--- config.mk ---
export PLATFORM = sky130hd
export DESIGN_NAME = tick_sequencer
export DESIGN_NICKNAME = d
export VERILOG_FILES = /design/src/rtl/tick_sequencer.sv
export SDC_FILE = /design/constraint.sdc
export NUM_CORES = 1
export LEC_CHECK = 0
export CAP_MARGIN = 15
export CORE_UTILIZATION = 50
export CTS_BUF_LIST = sky130_fd_sc_hd__clkbuf_16
export DETAILED_ROUTE_END_ITERATION = 8
export GPL_ROUTABILITY_DRIVEN = 0
export HOLD_SLACK_MARGIN = 0.08
export PLACE_DENSITY_LB_ADDON = 0.12
export SLEW_MARGIN = 0
export SYNTH_ARGS = -nofsm -noshare
export SYNTH_HDL_FRONTEND = slang
export SYNTH_SLANG_ARGS = --single-unit
--- constraint.sdc ---
create_clock -name clk_i -period 6.2 [get_ports clk_i]
set_clock_uncertainty 0.2 [all_clocks]
set_input_delay 0.62 -clock clk_i [delete_from_list [all_inputs] [get_ports clk_i]]
set_output_delay 0.62 -clock clk_i [all_outputs]
set_load 0.03 [all_outputs]
--- src/rtl/tick_sequencer.sv ---
// Programmable tick / square-wave generator with burst or continuous runs and
// boundary-aligned reconfiguration over a valid/ready config port.
module tick_sequencer #(
  parameter int unsigned DIV_W           = 16,
  parameter int unsigned COUNT_W         = 16,
  parameter int unsigned DEFAULT_DIVISOR = 1
) (
  input  logic               clk_i,
  input  logic               reset_i,
  input  logic               cfg_valid_i,
  output logic               cfg_ready_o,
  input  logic [DIV_W-1:0]   cfg_divisor_i,
  input  logic [COUNT_W-1:0] cfg_count_i,
  input  logic               start_i,
  input  logic               stop_i,
  output logic               tick_o,
  output logic               divided_o,
  output logic               busy_o,
  output logic               done_o
);

  localparam logic [DIV_W-1:0]   DIV_ONE = DIV_W'(1);
  localparam logic [DIV_W-1:0]   DIV_RST = DIV_W'(DEFAULT_DIVISOR);
  localparam logic [COUNT_W-1:0] CNT_ONE = COUNT_W'(1);

  typedef enum logic [1:0] {
    S_IDLE = 2'd0,
    S_RUN  = 2'd1,
    S_DONE = 2'd2
  } state_e;

  typedef struct packed {
    logic [DIV_W-1:0]   div;
    logic [COUNT_W-1:0] cnt;
  } cfg_t;

  state_e             state_q, state_d;
  cfg_t               act_q, act_d;
  cfg_t               pend_q, pend_d;
  logic               pend_valid_q, pend_valid_d;
  logic [DIV_W-1:0]   phase_q, phase_d;
  logic [COUNT_W-1:0] left_q, left_d;
  logic               stop_req_q, stop_req_d;
  logic               tick_q, tick_d;
  logic               divided_q, divided_d;
  logic               busy_q, busy_d;
  logic               done_q, done_d;
  logic               cfg_ready_q, cfg_ready_d;

  cfg_t               cfg_in;
  logic               cfg_acc;
  logic               end_run;

  assign cfg_acc = cfg_valid_i && cfg_ready_q;

  // Normalise the offered config; a zero divisor behaves as one.
  always_comb begin
    cfg_in.div = (cfg_divisor_i == '0) ? DIV_ONE : cfg_divisor_i;
    cfg_in.cnt = cfg_count_i;
  end

  // Next-state logic: sequencing, config staging and registered output values.
  always_comb begin
    state_d      = state_q;
    act_d        = act_q;
    pend_d       = pend_q;
    pend_valid_d = pend_valid_q;
    phase_d      = phase_q;
    left_d       = left_q;
    stop_req_d   = stop_req_q;
    end_run      = 1'b0;

    unique case (state_q)
      S_IDLE, S_DONE: begin
        stop_req_d = 1'b0;
        // A config staged during the final period is applied once stopped.
        if (pend_valid_q) begin
          act_d        = pend_q;
          pend_valid_d = 1'b0;
        end else if (cfg_acc) begin
          act_d = cfg_in;
        end
        if (state_q == S_DONE) begin
          state_d = S_IDLE;
        end else if (start_i) begin
          state_d = S_RUN;
          phase_d = act_d.div - DIV_ONE;
          left_d  = act_d.cnt;
        end
      end
      S_RUN: begin
        if (stop_i) begin
          stop_req_d = 1'b1;
        end
        if (phase_q == '0) begin
          end_run = stop_req_q || stop_i ||
                    ((act_q.cnt != '0) && (left_q == CNT_ONE));
          if (pend_valid_q) begin
            act_d        = pend_q;
            pend_valid_d = 1'b0;
            left_d       = pend_q.cnt;
          end else if (act_q.cnt != '0) begin
            left_d = left_q - CNT_ONE;
          end
          phase_d = act_d.div - DIV_ONE;
          if (end_run) begin
            state_d    = S_DONE;
            stop_req_d = 1'b0;
          end
        end else begin
          phase_d = phase_q - DIV_ONE;
        end
        if (cfg_acc) begin
          pend_d       = cfg_in;
          pend_valid_d = 1'b1;
        end
      end
      default: begin
        state_d = S_IDLE;
      end
    endcase

    tick_d      = (state_d == S_RUN) && (phase_d == '0);
    divided_d   = (state_d == S_RUN) && (act_d.div != DIV_ONE) &&
                  (phase_d >= (act_d.div >> 1));
    busy_d      = (state_d == S_RUN);
    done_d      = (state_d == S_DONE);
    cfg_ready_d = !pend_valid_d;
  end

  // State and output registers with synchronous reset.
  always_ff @(posedge clk_i) begin
    if (reset_i) begin
      state_q      <= S_IDLE;
      act_q        <= '{div: DIV_RST, cnt: '0};
      pend_q       <= '0;
      pend_valid_q <= 1'b0;
      phase_q      <= '0;
      left_q       <= '0;
      stop_req_q   <= 1'b0;
      tick_q       <= 1'b0;
      divided_q    <= 1'b0;
      busy_q       <= 1'b0;
      done_q       <= 1'b0;
      cfg_ready_q  <= 1'b1;
    end else begin
      state_q      <= state_d;
      act_q        <= act_d;
      pend_q       <= pend_d;
      pend_valid_q <= pend_valid_d;
      phase_q      <= phase_d;
      left_q       <= left_d;
      stop_req_q   <= stop_req_d;
      tick_q       <= tick_d;
      divided_q    <= divided_d;
      busy_q       <= busy_d;
      done_q       <= done_d;
      cfg_ready_q  <= cfg_ready_d;
    end
  end

  assign cfg_ready_o = cfg_ready_q;
  assign tick_o      = tick_q;
  assign divided_o   = divided_q;
  assign busy_o      = busy_q;
  assign done_o      = done_q;

endmodule

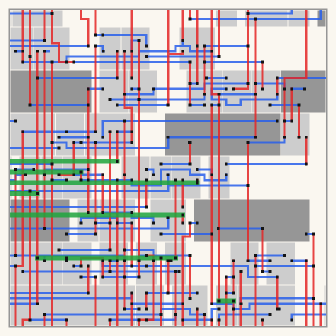
run_1/detail.png
Region (79, 79) to (99, 99) um. Cells in grey, sequential cells in the stronger grey; small squares are vias.
legend:
  metal 3:
    colour: green
  metal 2:
    colour: red
  metal 1:
    colour: blue
netlist names of flops here include: left_q (4)
cells with their middle in the window: 39
most frequent: nor3_1 (7), o21ai_0 (6)
sequential cells in the window: 4

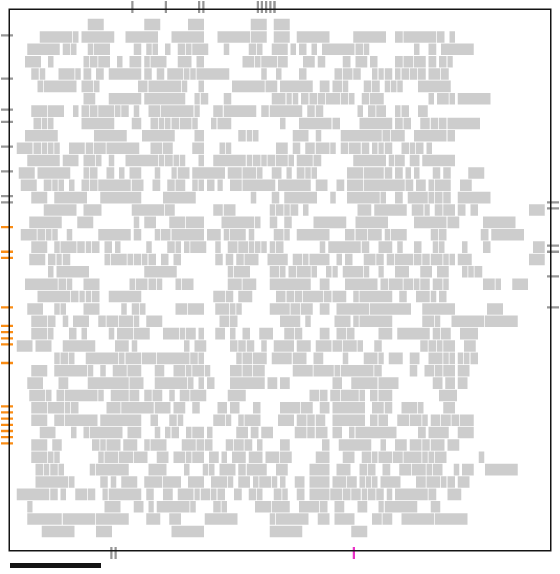
run_1/io_placement.png
Scale bar: 20 um. Pins as bars across the die edge, other pins in grey.
legend:
  cfg_divisor_i:
    colour: orange
    pins: 16
    direction: input
    edge: west
  start_i:
    colour: magenta
    pins: 1
    direction: input
    edge: south

==> notes.md, run 1 <==
Status on the layout run. Dividing the detail-routed via count by the number of cells gives 6.397. Largest net degree at the start of global routing landed at 102. The synthesis report names the predominant flop master as sky130_fd_sc_hd__dfxtp_1. Per the layout report, the design carries 54 non-clock buffers.

The number of hold buffers added after CTS was 0. The largest total area in the synthesized netlist belongs to sky130_fd_sc_hd__dfxtp_1. The run finished with clean final reports. In the final layout, the share of cells above drive strength 1 is 5.224%. Number of fill cells in the layout landed at 1,243. Distinct cell type count of the synthesized netlist landed at 71. Cell area after synthesis landed at 6822 um2. Number of max-cap violations landed at 0. Number of detailed-route iterations in the first pass landed at 6. The tree is rooted in a sky130_fd_sc_hd__clkbuf_16.

Relative max-transition margin landed at 25.68%. Internal portion of total power landed at 1.255 mW. The setup path with the least slack is of type in -> reg.

Via count of the first global-routing pass landed at 6,310. Average routed wire per standard cell landed at 19.65 um. Layout overhead on the synthesized area landed at 11.48%. After layout the clock buffers and inverters come to 3.899% of cell area.

Counting both buffers and inverters, the worst setup path holds a total of 2. Total setup violations reported at the end of the flow landed at 0. Number of instances on the worst hold path landed at 2. VDD sags by at most 0.1596 mV. The share of synthesized area in the top cell type comes to 30.81%.

Leaving out fill and tap cells, the most frequent cells in the layout are sky130_fd_sc_hd__nand2_1, sky130_fd_sc_hd__dfxtp_1, sky130_fd_sc_hd__a21oi_1, sky130_fd_sc_hd__nor2_1, sky130_fd_sc_hd__o21ai_0. Number of nets in the final layout landed at 989. Register bit count reported by yosys landed at 105. Logic share of the area landed at 57.82%. Number of hold violations in the final report landed at 0.

The startpoint identified for the worst hold timing path is pend_q[15]. Period utilization landed at 83.13%. STA lists the endpoint of the worst register-to-register path as divided_o. After technology mapping, the gate count stands at 926. Mean post-synth cell area landed at 7.367 um2. Sorting the synthesis cell report by count puts at the top sky130_fd_sc_hd__nand2_1. Combinational share of power landed at 32.2%. Count of inserted antenna diode cells landed at 0. Height of the chip landed at 118.8 um. DRC violation count after routing landed at 0. The largest cell class by area is multi-input combinational cells. Worst stage delay on the critical path landed at 0.75 ns.

In the synthesis report, Yosys lists the chip area as 6822 um2. The type recorded for the worst min-delay path is reg -> reg. Among cell families on the critical path, the largest total delay comes from simple AND/OR/NAND/NOR gates.
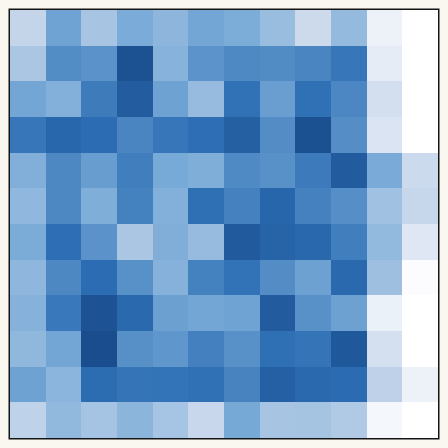
run_1/cell_density.png
The die is cut into 12 by 12 equal tiles; white is low, dark blue is high, 0 to 100% covered.
nearly empty tiles: 5.6%
fullest tile: 89%
tiles over 75% full: 16%
floorplan core area: 13,300 um2
fraction of the core area occupied by cells at floorplan: 51.31%

run 1: cell families after synthesis:
logic type	share of synthesized area [%]
AOI/OAI and AO/OA	25.35
xor gates and xnor gates	1.926
adders and majority gates	3.485
buffers and inverters	4.769
DFF	30.81
muxes	5.851
and+or+nand+nor	27.81
run 1: power groups by stage:
stage | sequential [mW] | clock (mW) | combinational [mW]
floorplan | 0.779 | 0 | 0.444
global placement | 0.792 | 0 | 0.606
detailed placement | 0.794 | 0 | 0.620
CTS | 0.779 | 0.586 | 0.625
global route | 0.788 | 0.614 | 0.705
finish | 0.782 | 0.579 | 0.645
run 1: state kept, by name (all words and copies together), names as in the netlist:
register	flops
stop_req_q	1
cfg_ready_o	1
state_q	2
done_o	1
tick_o	1
act_q	32
pend_q	32
pend_valid_q	1
left_q	16
phase_q	16
divided_o	1
busy_o	1
run 1: metal layers:
layer	track usage [%]	wire length, um	vias to the layer above
li1	-	-	3371
met1	47.13	10100	3297
met2	42.11	8774	416
met3	9.025	2660	40
met4	8.149	304	2
met5	0	50	-
run 1: through the flow:
stage | util, % | hold slack [ns] | total power, mW | instance area, um2 | cells
after CTS | 57.20 | 0.2590 | 1.990 | 7605 | 1114
after global routing | 57.20 | 0.2910 | 2.108 | 7605 | 1114
after floorplan | - | 0.2366 | 1.223 | 6822 | 926
after detailed placement | 54.97 | 0.2472 | 1.414 | 7308 | 1098
final | 57.20 | 0.2566 | 2.006 | 7605 | 1114
after global placement | 54.97 | 0.2450 | 1.397 | 7308 | 1098
## Run 2: what changed since run 1
==> constraint.sdc (replaced) <==
create_clock -name clk_i -period 4.9 [get_ports clk_i]
set_clock_uncertainty 0.2 [all_clocks]
set_input_delay 0.49 -clock clk_i [delete_from_list [all_inputs] [get_ports clk_i]]
set_output_delay 0.49 -clock clk_i [all_outputs]
set_load 0.03 [all_outputs]
==> notes.md, run 2 <==
Status on the layout run. Largest net degree at the start of global routing landed at 102 (unchanged). Register bit count reported by yosys landed at 105 (unchanged). The post-synthesis cell count came to 926 (unchanged). Total met2 wirelength after detailed routing landed at 8857 um (was 8774 um). The number of detailed-route iterations in the first pass is 6 (unchanged).

Total met3 wirelength after detailed routing landed at 2325 um (was 2660 um). The tally of non-filler cells in the final layout is 1,130 (was 1,114). The DRC violation count after routing is 0 (unchanged). The number of fill cells in the layout is 1,259 (was 1,243). The group drawing the most power is registers (unchanged).

The power consumed by sequential cells came to 0.992 mW (was 0.782 mW). Vias per cell landed at 6.377 (was 6.397). Combinational share of power landed at 33.0% (was 32.2%). Run status: finished clean (unchanged). Share of the synthesized area in the top cell type landed at 30.81% (unchanged). The design area is 7726 um2 (was 7605 um2).

The mean post-synth cell area was 7.367 um2 (unchanged). The utilization of the core after routing was 58.11% (was 57.20%). Count of inserted antenna diode cells landed at 0 (unchanged). The cell with the most instances after synthesis was sky130_fd_sc_hd__nand2_1 (unchanged).

The power drawn by the combinational cells came to 0.830 mW (was 0.645 mW). Floorplan utilization landed at 51.31% (unchanged). Number of nets in the final layout landed at 1,005 (was 989). The number of hold violations in the final report came to 0 (unchanged).

Fraction of layout instances using a drive strength above 1 landed at 6.604% (was 5.224%). Tightest hold margin landed at 0.2575 ns (was 0.2566 ns). The average routed wire per standard cell was 19.08 um (was 19.65 um).

The number of non-clock buffers in the layout is 70 (was 54). The layout overhead on the synthesized area came to 13.26% (was 11.48%). The logic share of the area was 56.91% (was 57.82%). The total power came to 2.518 mW (was 2.006 mW). Top cells excl fill/tap: sky130_fd_sc_hd__nand2_1, sky130_fd_sc_hd__dfxtp_1, sky130_fd_sc_hd__a21oi_1, sky130_fd_sc_hd__nor2_1, sky130_fd_sc_hd__o21ai_0 (unchanged). The leading area contributor after synthesis is sky130_fd_sc_hd__dfxtp_1 (unchanged). The final critical path takes up 93.02% of the cycle.

The cell area after synthesis is 6822 um2 (unchanged). The main flop type is sky130_fd_sc_hd__dfxtp_1 (unchanged). The total setup violations reported at the end of the flow is 0 (unchanged). Reported clock group power landed at 0.696 mW (was 0.579 mW). The number of max-cap violations came to 0 (unchanged). The distinct cell type count of the synthesized netlist came to 71 (unchanged). The clock-cell share of area is 3.595% (was 3.899%). The number of placed instances with taps included came to 1,113 (was 1,098). Placeable core area landed at 13,300 um2 (unchanged). The biggest cell category by area in the final layout is multi-input combinational cells (unchanged).

Area figure in the yosys stat output landed at 6822 um2 (unchanged).
run 2: worst paths after layout:
path              slack (ns)    startpoint  cells past startpoint        end
setup / recovery        0.34  pend_valid_q                     16  divided_o
hold / removal          0.26     pend_q[7]                      2  pend_q[7]
setup reg to reg        0.34  pend_valid_q                     16  divided_o
hold reg to reg         0.26     pend_q[7]                      2  pend_q[7]
run 2: kinds of logic after synthesis:
kind of cell | Yosys count | share of synthesized area, %
and+or+nand+nor | 392 | 27.81
AOI/OAI and AO/OA | 276 | 25.35
DFF | 105 | 30.81
buffers and inverters | 80 | 4.769
muxes | 39 | 5.851
adders and majority gates | 19 | 3.485
xor gates and xnor gates | 15 | 1.926
run 2: layer usage:
layer,global-route usage (%),up-vias
met1,46.07,3387
met5,2.941,-
met2,42.69,364
met4,9.098,2
met3,8.060,40
li1,-,3413
run 2: critical path, stage by stage, from the launching register on:
cell	delay [ns]
sky130_fd_sc_hd__dfxtp_2	0.50
sky130_fd_sc_hd__buf_4	0.34
sky130_fd_sc_hd__nor3b_1	0.65
sky130_fd_sc_hd__o211ai_1	0.23
sky130_fd_sc_hd__a2111oi_0	0.68
sky130_fd_sc_hd__a31oi_1	0.18
sky130_fd_sc_hd__o21ai_0	0.19
sky130_fd_sc_hd__o21a_1	0.19
sky130_fd_sc_hd__and2_1	0.18
sky130_fd_sc_hd__ha_1	0.25
sky130_fd_sc_hd__nor2b_1	0.13
sky130_fd_sc_hd__o21ai_0	0.15
sky130_fd_sc_hd__nand2b_1	0.08
sky130_fd_sc_hd__a21oi_1	0.14
sky130_fd_sc_hd__a21boi_0	0.09
sky130_fd_sc_hd__o21ai_0	0.15
sky130_fd_sc_hd__a311oi_1	0.10
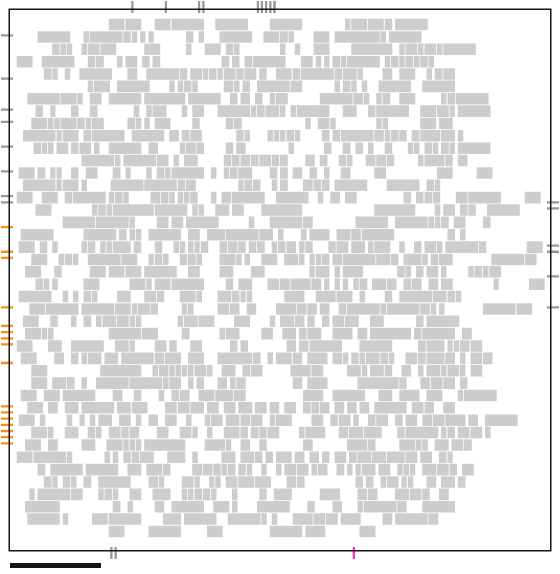
run_2/io_placement.png
Scale bar: 20 um. Pins as bars across the die edge, other pins in grey.
legend:
  cfg_divisor_i:
    colour: orange
    pins: 16
    direction: input
    edge: west
  start_i:
    colour: magenta
    pins: 1
    direction: input
    edge: south
all pins by edge: 24 west, 9 north, 6 east, 3 south
chip height: 118.8 um
total of buffers placed on input and output ports: 41
Die X: 118.8 um

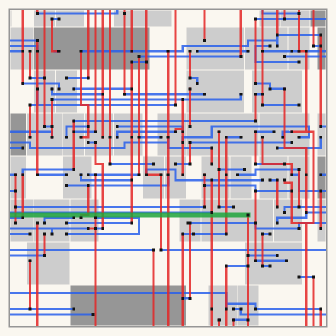
run_2/detail.png
Region (79, 79) to (99, 99) um. Cells in grey, sequential cells in the stronger grey; small squares are vias.
legend:
  metal 2:
    colour: red
  metal 3:
    colour: green
  metal 1:
    colour: blue
most frequent: nand2_1 (6), a21oi_1 (5)
cells with their middle in the window: 35
sequential cells in the window: 2
netlist names of flops here include: left_q (1), pend_q (1)

Power and IR drop assume default switching activity.
